File: src/rtl/bcd_timer_core.sv
// BCD stopwatch / countdown core: editable HH:MM:SS (or MM:SS) digits, up/down run,
// pause/resume and a blinking expiry alarm, with an ASCII rendering for the LCD path.
module bcd_timer_core #(
    parameter int unsigned TICKS_PER_SEC = 50_000_000,
    parameter int unsigned BLINK_TICKS   = 25_000_000,
    parameter int unsigned HOUR_EN       = 1
) (
    input  logic        clk,
    input  logic        rst,
    input  logic        start,
    input  logic        stop,
    input  logic        clear,
    input  logic        ack,
    input  logic        dir,
    input  logic [2:0]  sel,
    input  logic        inc,
    input  logic        dec,
    output logic [23:0] digits,
    output logic        running,
    output logic        expired,
    output logic        blink,
    output logic        sec_pulse,
    output logic [63:0] ascii_row
);

    localparam int unsigned   PW         = (TICKS_PER_SEC > 2) ? $clog2(TICKS_PER_SEC) : 1;
    localparam int unsigned   BW         = (BLINK_TICKS > 2) ? $clog2(BLINK_TICKS) : 1;
    localparam logic [PW-1:0] PRESC_LAST = PW'(TICKS_PER_SEC - 1);
    localparam logic [BW-1:0] BLINK_LAST = BW'(BLINK_TICKS - 1);
    localparam logic [23:0]   MAX_DIGITS = (HOUR_EN != 0) ? 24'h235959 : 24'h005959;

    typedef enum logic [1:0] {S_IDLE, S_RUN, S_PAUSE, S_DONE} state_t;

    state_t          state_q, state_d;
    logic [23:0]     digits_q, digits_d;
    logic [PW-1:0]   presc_q, presc_d;
    logic [BW-1:0]   bcnt_q, bcnt_d;
    logic            dir_q, dir_d;
    logic            blink_q, blink_d;
    logic            sec_pulse_q, sec_pulse_d;
    logic            running_q, running_d;
    logic            expired_q, expired_d;
    logic [63:0]     ascii_q;

    logic            at_last_c;
    logic [23:0]     step_c;
    logic            hit_c;
    logic            idle_done_c;

    function automatic logic [3:0] wrap_step(input logic [3:0] v, input logic [3:0] vmax,
                                             input logic up);
        if (up) return (v >= vmax) ? 4'd0 : v + 4'd1;
        return (v == 4'd0) ? vmax : v - 4'd1;
    endfunction

    function automatic logic [23:0] edit_digits(input logic [23:0] d, input logic [2:0] s,
                                                input logic up);
        logic [23:0] r;
        logic [3:0]  hu_max;
        r      = d;
        hu_max = (d[23:20] == 4'd2) ? 4'd3 : 4'd9;
        case (s)
            3'd0: r[3:0]   = wrap_step(d[3:0], 4'd9, up);
            3'd1: r[7:4]   = wrap_step(d[7:4], 4'd5, up);
            3'd2: r[11:8]  = wrap_step(d[11:8], 4'd9, up);
            3'd3: r[15:12] = wrap_step(d[15:12], 4'd5, up);
            3'd4: if (HOUR_EN != 0) r[19:16] = wrap_step(d[19:16], hu_max, up);
            3'd5: if (HOUR_EN != 0) begin
                r[23:20] = wrap_step(d[23:20], 4'd2, up);
                // 2x hours only go to 23, so pull the units digit into range
                if (r[23:20] == 4'd2 && r[19:16] > 4'd3) r[19:16] = 4'd3;
            end
            default: ;
        endcase
        return r;
    endfunction

    // Only applied to a nonzero value, so the borrow never runs past the top digit.
    function automatic logic [23:0] bcd_down(input logic [23:0] d);
        logic [23:0] r;
        r = d;
        if (r[3:0] != 4'd0) r[3:0] = r[3:0] - 4'd1;
        else begin
            r[3:0] = 4'd9;
            if (r[7:4] != 4'd0) r[7:4] = r[7:4] - 4'd1;
            else begin
                r[7:4] = 4'd5;
                if (r[11:8] != 4'd0) r[11:8] = r[11:8] - 4'd1;
                else begin
                    r[11:8] = 4'd9;
                    if (r[15:12] != 4'd0) r[15:12] = r[15:12] - 4'd1;
                    else begin
                        r[15:12] = 4'd5;
                        if (r[19:16] != 4'd0) r[19:16] = r[19:16] - 4'd1;
                        else begin
                            r[19:16] = 4'd9;
                            r[23:20] = r[23:20] - 4'd1;
                        end
                    end
                end
            end
        end
        return r;
    endfunction

    // Only applied below the maximum, so the carry never overflows the hours.
    function automatic logic [23:0] bcd_up(input logic [23:0] d);
        logic [23:0] r;
        r = d;
        if (r[3:0] != 4'd9) r[3:0] = r[3:0] + 4'd1;
        else begin
            r[3:0] = 4'd0;
            if (r[7:4] != 4'd5) r[7:4] = r[7:4] + 4'd1;
            else begin
                r[7:4] = 4'd0;
                if (r[11:8] != 4'd9) r[11:8] = r[11:8] + 4'd1;
                else begin
                    r[11:8] = 4'd0;
                    if (r[15:12] != 4'd5) r[15:12] = r[15:12] + 4'd1;
                    else begin
                        r[15:12] = 4'd0;
                        if (r[19:16] == 4'd9 || (r[23:20] == 4'd2 && r[19:16] == 4'd3)) begin
                            r[19:16] = 4'd0;
                            r[23:20] = r[23:20] + 4'd1;
                        end else begin
                            r[19:16] = r[19:16] + 4'd1;
                        end
                    end
                end
            end
        end
        return r;
    endfunction

    function automatic logic [7:0] asc_digit(input logic [3:0] v);
        return 8'h30 + {4'h0, v};
    endfunction

    function automatic logic [63:0] to_ascii(input logic [23:0] d);
        logic [63:0] r;
        r = {asc_digit(d[23:20]), asc_digit(d[19:16]), 8'h3A,
             asc_digit(d[15:12]), asc_digit(d[11:8]),  8'h3A,
             asc_digit(d[7:4]),   asc_digit(d[3:0])};
        if (HOUR_EN == 0) r[63:40] = {3{8'h20}};
        return r;
    endfunction

    assign at_last_c   = (presc_q == PRESC_LAST);
    assign step_c      = dir_q ? bcd_up(digits_q) : bcd_down(digits_q);
    assign hit_c       = dir_q ? (step_c == MAX_DIGITS) : (step_c == 24'h0);
    // Starting from a value that is already the end point expires immediately.
    assign idle_done_c = dir ? (digits_q == MAX_DIGITS) : (digits_q == 24'h0);

    // State register
    always_ff @(posedge clk or posedge rst) begin
        if (rst) state_q <= S_IDLE;
        else     state_q <= state_d;
    end

    // Next-state logic, clear > ack > stop > start > tick
    always_comb begin
        state_d = state_q;
        if (clear) begin
            state_d = S_IDLE;
        end else begin
            case (state_q)
                S_IDLE:  if (start) state_d = idle_done_c ? S_DONE : S_RUN;
                S_RUN: begin
                    if (stop)                    state_d = S_PAUSE;
                    else if (at_last_c && hit_c) state_d = S_DONE;
                end
                S_PAUSE: if (!stop && start) state_d = S_RUN;
                S_DONE:  if (ack) state_d = S_IDLE;
                default: state_d = S_IDLE;
            endcase
        end
    end

    // Datapath and output next values
    always_comb begin
        digits_d    = digits_q;
        presc_d     = presc_q;
        dir_d       = dir_q;
        blink_d     = blink_q;
        bcnt_d      = bcnt_q;
        sec_pulse_d = 1'b0;
        if (clear) begin
            digits_d = 24'h0;
            presc_d  = '0;
            blink_d  = 1'b0;
            bcnt_d   = '0;
        end else begin
            case (state_q)
                S_IDLE: begin
                    if (start) begin
                        dir_d   = dir;
                        presc_d = '0;
                    end else if (inc ^ dec) begin
                        digits_d = edit_digits(digits_q, sel, inc);
                    end
                end
                S_RUN: begin
                    if (!stop) begin
                        if (at_last_c) begin
                            presc_d     = '0;
                            sec_pulse_d = 1'b1;
                            digits_d    = step_c;
                        end else begin
                            presc_d = presc_q + PW'(1);
                        end
                    end
                end
                S_DONE: begin
                    if (ack) begin
                        blink_d = 1'b0;
                        bcnt_d  = '0;
                    end else if (bcnt_q == BLINK_LAST) begin
                        bcnt_d  = '0;
                        blink_d = ~blink_q;
                    end else begin
                        bcnt_d = bcnt_q + BW'(1);
                    end
                end
                default: ;
            endcase
            if (state_d == S_DONE && state_q != S_DONE) begin
                blink_d = 1'b1;
                bcnt_d  = '0;
            end
        end
        running_d = (state_d == S_RUN);
        expired_d = (state_d == S_DONE);
    end

    always_ff @(posedge clk or posedge rst) begin
        if (rst) begin
            digits_q    <= 24'h0;
            presc_q     <= '0;
            bcnt_q      <= '0;
            dir_q       <= 1'b0;
            blink_q     <= 1'b0;
            sec_pulse_q <= 1'b0;
            running_q   <= 1'b0;
            expired_q   <= 1'b0;
            ascii_q     <= to_ascii(24'h0);
        end else begin
            digits_q    <= digits_d;
            presc_q     <= presc_d;
            bcnt_q      <= bcnt_d;
            dir_q       <= dir_d;
            blink_q     <= blink_d;
            sec_pulse_q <= sec_pulse_d;
            running_q   <= running_d;
            expired_q   <= expired_d;
            ascii_q     <= to_ascii(digits_q);
        end
    end

    assign digits    = digits_q;
    assign running   = running_q;
    assign expired   = expired_q;
    assign blink     = blink_q;
    assign sec_pulse = sec_pulse_q;
    assign ascii_row = ascii_q;

endmodule

File: config.mk
export PLATFORM = sky130hd
export DESIGN_NAME = bcd_timer_core
export DESIGN_NICKNAME = d
export VERILOG_FILES = /design/src/rtl/bcd_timer_core.sv
export SDC_FILE = /design/constraint.sdc
export NUM_CORES = 1
export LEC_CHECK = 0
export CAP_MARGIN = 10
export CORE_MARGIN = 8
export CORE_UTILIZATION = 62
export CTS_BUF_LIST = sky130_fd_sc_hd__clkbuf_4 sky130_fd_sc_hd__clkbuf_8
export DETAILED_ROUTE_END_ITERATION = 8
export PLACE_DENSITY_LB_ADDON = 0.1
export SLEW_MARGIN = 20
export SYNTH_ARGS = -nofsm -noshare
export SYNTH_HDL_FRONTEND = slang
export SYNTH_SLANG_ARGS = --single-unit
File: constraint.sdc
create_clock -name clk -period 9.15 [get_ports clk]
set_input_delay 2.745 -clock clk [delete_from_list [all_inputs] [get_ports clk]]
set_output_delay 2.745 -clock clk [all_outputs]
set_load 0.01 [all_outputs]
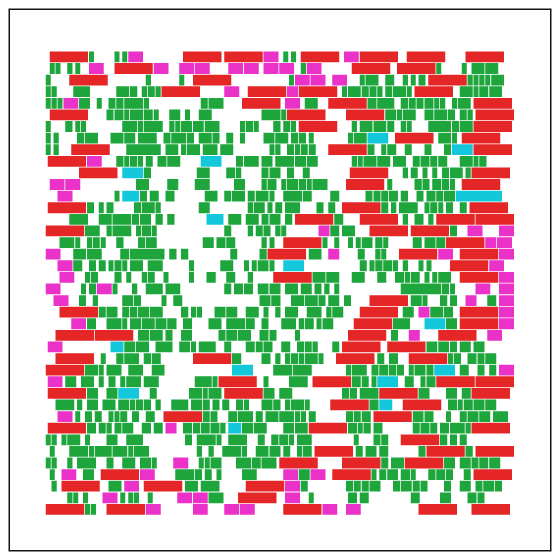
(images/cell_classes.png)
- other buffers and delay cells: magenta (cells 71)
- clock drivers and dummy loads: cyan (cells 16)
- all other logic: green (cells 745)
- flip-flops: red (cells 106)
area of all placed cells without fillers: 8300 µm²
flip-flop and latch share of the layout cell area: 32.0%
placeable core region: 12000 µm²
utilization after layout: 69.4%

==> notes.md <==
Status on the layout run. The worst VDD IR drop from the latest analysis is approximately 0.00016 V. Biggest fanout along the worst timing path landed at 36. Flip-flop count of the largest register after layout landed at 26. The critical path goes through clkdlybuf4s50_1 -> buf_4 -> clkinv_1 -> a31oi_1 -> o21ai_0 -> o41ai_1 -> nand3b_1 -> a21oi_1 -> mux2_2. Number of placement rows landed at roughly 40. The repair_antennas step left the layout with diodes totalling 0. TritonCTS built the clock tree. Proportion of register bits with asynchronous set or reset after synthesis landed at 100%. In this run, the number of DRC markers left after iteration 0 of detailed routing was ~940. The clock H-tree reported by CTS has 3 levels.

After layout the clock buffers and inverters come to 2.61% of cell area. presc_q holds more flip-flops than any other register. The flow ran to the end, and the final reports show no timing, DRC or antenna violations.

Critical path buffer and inverter count landed at 3. Met3 routing resource usage after global routing landed at 5.49%. Per the detail_route log, met2 wirelength is 9670 µm.

Net total in the final layout landed at 968. Portion of the layout cell area used by non-clock buffers landed at about 8.3%. The iteration count recorded for the first detailed-route pass is 5. Design internal power landed at 1060 µW. Worst path required time landed at roughly 9400 ps. After layout, the inverter instance count without clock inverters stands at 36. The registers reported with the highest flop counts are presc_q: 26 flops, bcnt_q: 25 flops. The combinational power reported by the tool is 902 µW. Effective utilization at floorplan landed at about 63%.

Met1 routing resource usage after global routing landed at approximately 32%. Insertion delay at the late pin of the worst-skew pair landed at 400 ps. The CTS log lists the clock sinks for this run as roughly 110. Leaving out fill and tap cells, the most frequent cell in the layout is sky130_fd_sc_hd__dfrtp_1. Synthesis handed over a netlist of about 910 instances. The final layout reports a setup TNS of 0 ps.

The timing report gives the clock slew at the launch and capture registers of the worst setup and hold paths as 110 ps. Relative contribution of combinational cells to total power landed at 47.9%. Between the synthesized netlist and the finished layout, the area growth was recorded as 9.42%. Static timing analysis puts the maximum clock frequency at roughly 180 MHz. The share of the Yosys chip area taken by registers is 35.0%. In this run the remaining antenna-violating nets after routing total 0.

Maximum number of pins on one net before global-route repair landed at 62. Number of remaining DRC errors landed at 0. The global router reports that the layer with the highest usage is met2. Setup clock skew after layout landed at 15.4 ps. For reference, the critical path is launched at inc. Summing every instance area after synthesis gives 7580 µm². The die covers ~16000 µm². In this run the horizontal extent of the chip is 127 µm.

The first global-routing pass estimated 32900 µm of wire. Hold buffer count at CTS landed at 0. The worst setup path is launched from an input pin. The slew check shows that the tightest pin keeps a relative margin of between 30% and 40%.

The design has 106 sequential cells. Proportion of power drawn by flip-flops and latches landed at between 30% and 40%. The power report puts the net switching power at approximately 800 µW. Met3 routed wirelength landed at 1500 µm. Routability-driven placement congestion ratio landed at 0.984. Number of buffers inserted during clock tree synthesis landed at 9. After synthesis the netlist holds a flip-flop and latch count of about 110. Pins over their slew limit in the final report were tallied at 0. Shortest clock period the worst path allows after layout landed at 5550 ps. Setup repair after global routing left no endpoint under its margin.

Registers take 2650 µm². CTS placed an instance of sky130_fd_sc_hd__clkbuf_8 at the clock tree root. Flip-flop and latch power landed at 661 µW. Post-synthesis cell count from yosys landed at 909. The flow reports power dissipated in the clock network as about 320 µW.

Per the cell usage report, the commonest logic cells after layout are sky130_fd_sc_hd__dfrtp_1 (106), sky130_fd_sc_hd__nor2_1 (85), sky130_fd_sc_hd__o21ai_0 (75), sky130_fd_sc_hd__clkdlybuf4s50_1 (63), sky130_fd_sc_hd__nand2_1 (62). Routed length on met1 landed at 8590 µm. The design received a total of between 100 and 150 well taps at floorplan. Post-placement worst setup slack landed at 3260 ps. Per report_power, the top consumer among the power groups is combinational cells. Power per cell area landed at about 230 nW/µm². The number of different library cells used by synthesis comes to 78.

Area share of the largest cell type after synthesis landed at 35.0%. The largest single stage delay on the critical path is roughly 600 ps. In this run the critical register-to-register path is launched from digits[0]. The area taken by multi-input combinational cells is reported as 4420 µm².

The routed design shows a via density per instance of 6.52. Fraction of the cycle the final worst path needs landed at about three fifths. After layout, the worst setup slack is around 3600 ps.

Count of clock-net buffers in the final layout landed at 10. Counting endpoints that fail hold in the final report gives 0. Post-cts sizing count landed at 0. Number of top-level pins landed at 104. Arrival time reported for the critical path endpoint landed at 5840 ps. Fraction of layout cells with a size suffix above 1 landed at approximately 5.7%.

Sorting the synthesized cells by how often they occur yields sky130_fd_sc_hd__dfrtp_1 (106), sky130_fd_sc_hd__nor2_1 (85), sky130_fd_sc_hd__o21ai_0 (75). Counting flops with a built-in enable in the synthesized netlist gives 0. From the final report, the count of setup violators was given as 0. The transition time recorded at the tightest slew-check pin is 983 ps.
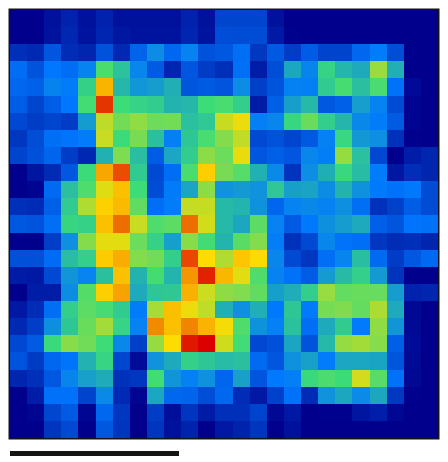
(images/wire_density.png)
Scale bar: 50 µm. 25 x 25 tiles, from dark blue (low) to red (high), scaled to the fullest tile. Values are wire area over tile area, all layers added.
- nearly empty tiles: 13%
- fullest tile: 0.71
- tiles over half the peak: 20%
routed via count: 7073
global routing usage summed across all routing layers: 24.9%
final routed wirelength across all metal layers: 20200 µm
routed len/inst: 18.6 µm

## stage by stage
stage               hold slack [ps]  instances  cell area [µm²]
finish                          535       1085             8300
global placement                491       1069             8070
detailed placement              513       1069             8070
CTS                             539       1085             8290
floorplan                       430        947             7730
global route                    562       1085             8300
## path summary, 6_finish.rpt
path / to / slack, ps / cells past startpoint
min: presc_q[1] / 530 / 2
min reg2reg: presc_q[1] / 530 / 2
max in group asynchronous: digits[9] / 5220 / 3
min in group asynchronous: ascii_row[59] / 2750 / 2
max reg2reg: bcnt_q[12] / 4100 / 13
max: digits[19] / 3600 / 9
## cells by family after synthesis
family	after synthesis	share of synthesized area [%]
other cells	2	0.0990
fa+ha+maj	23	3.79
compound gates	247	21.1
flops	106	35.0
mux	23	3.50
simple gates	353	25.0
xor+xnor	23	2.66
buf+inv	132	8.93
Power figures rest on the tool's default switching activity, not on a simulated workload.
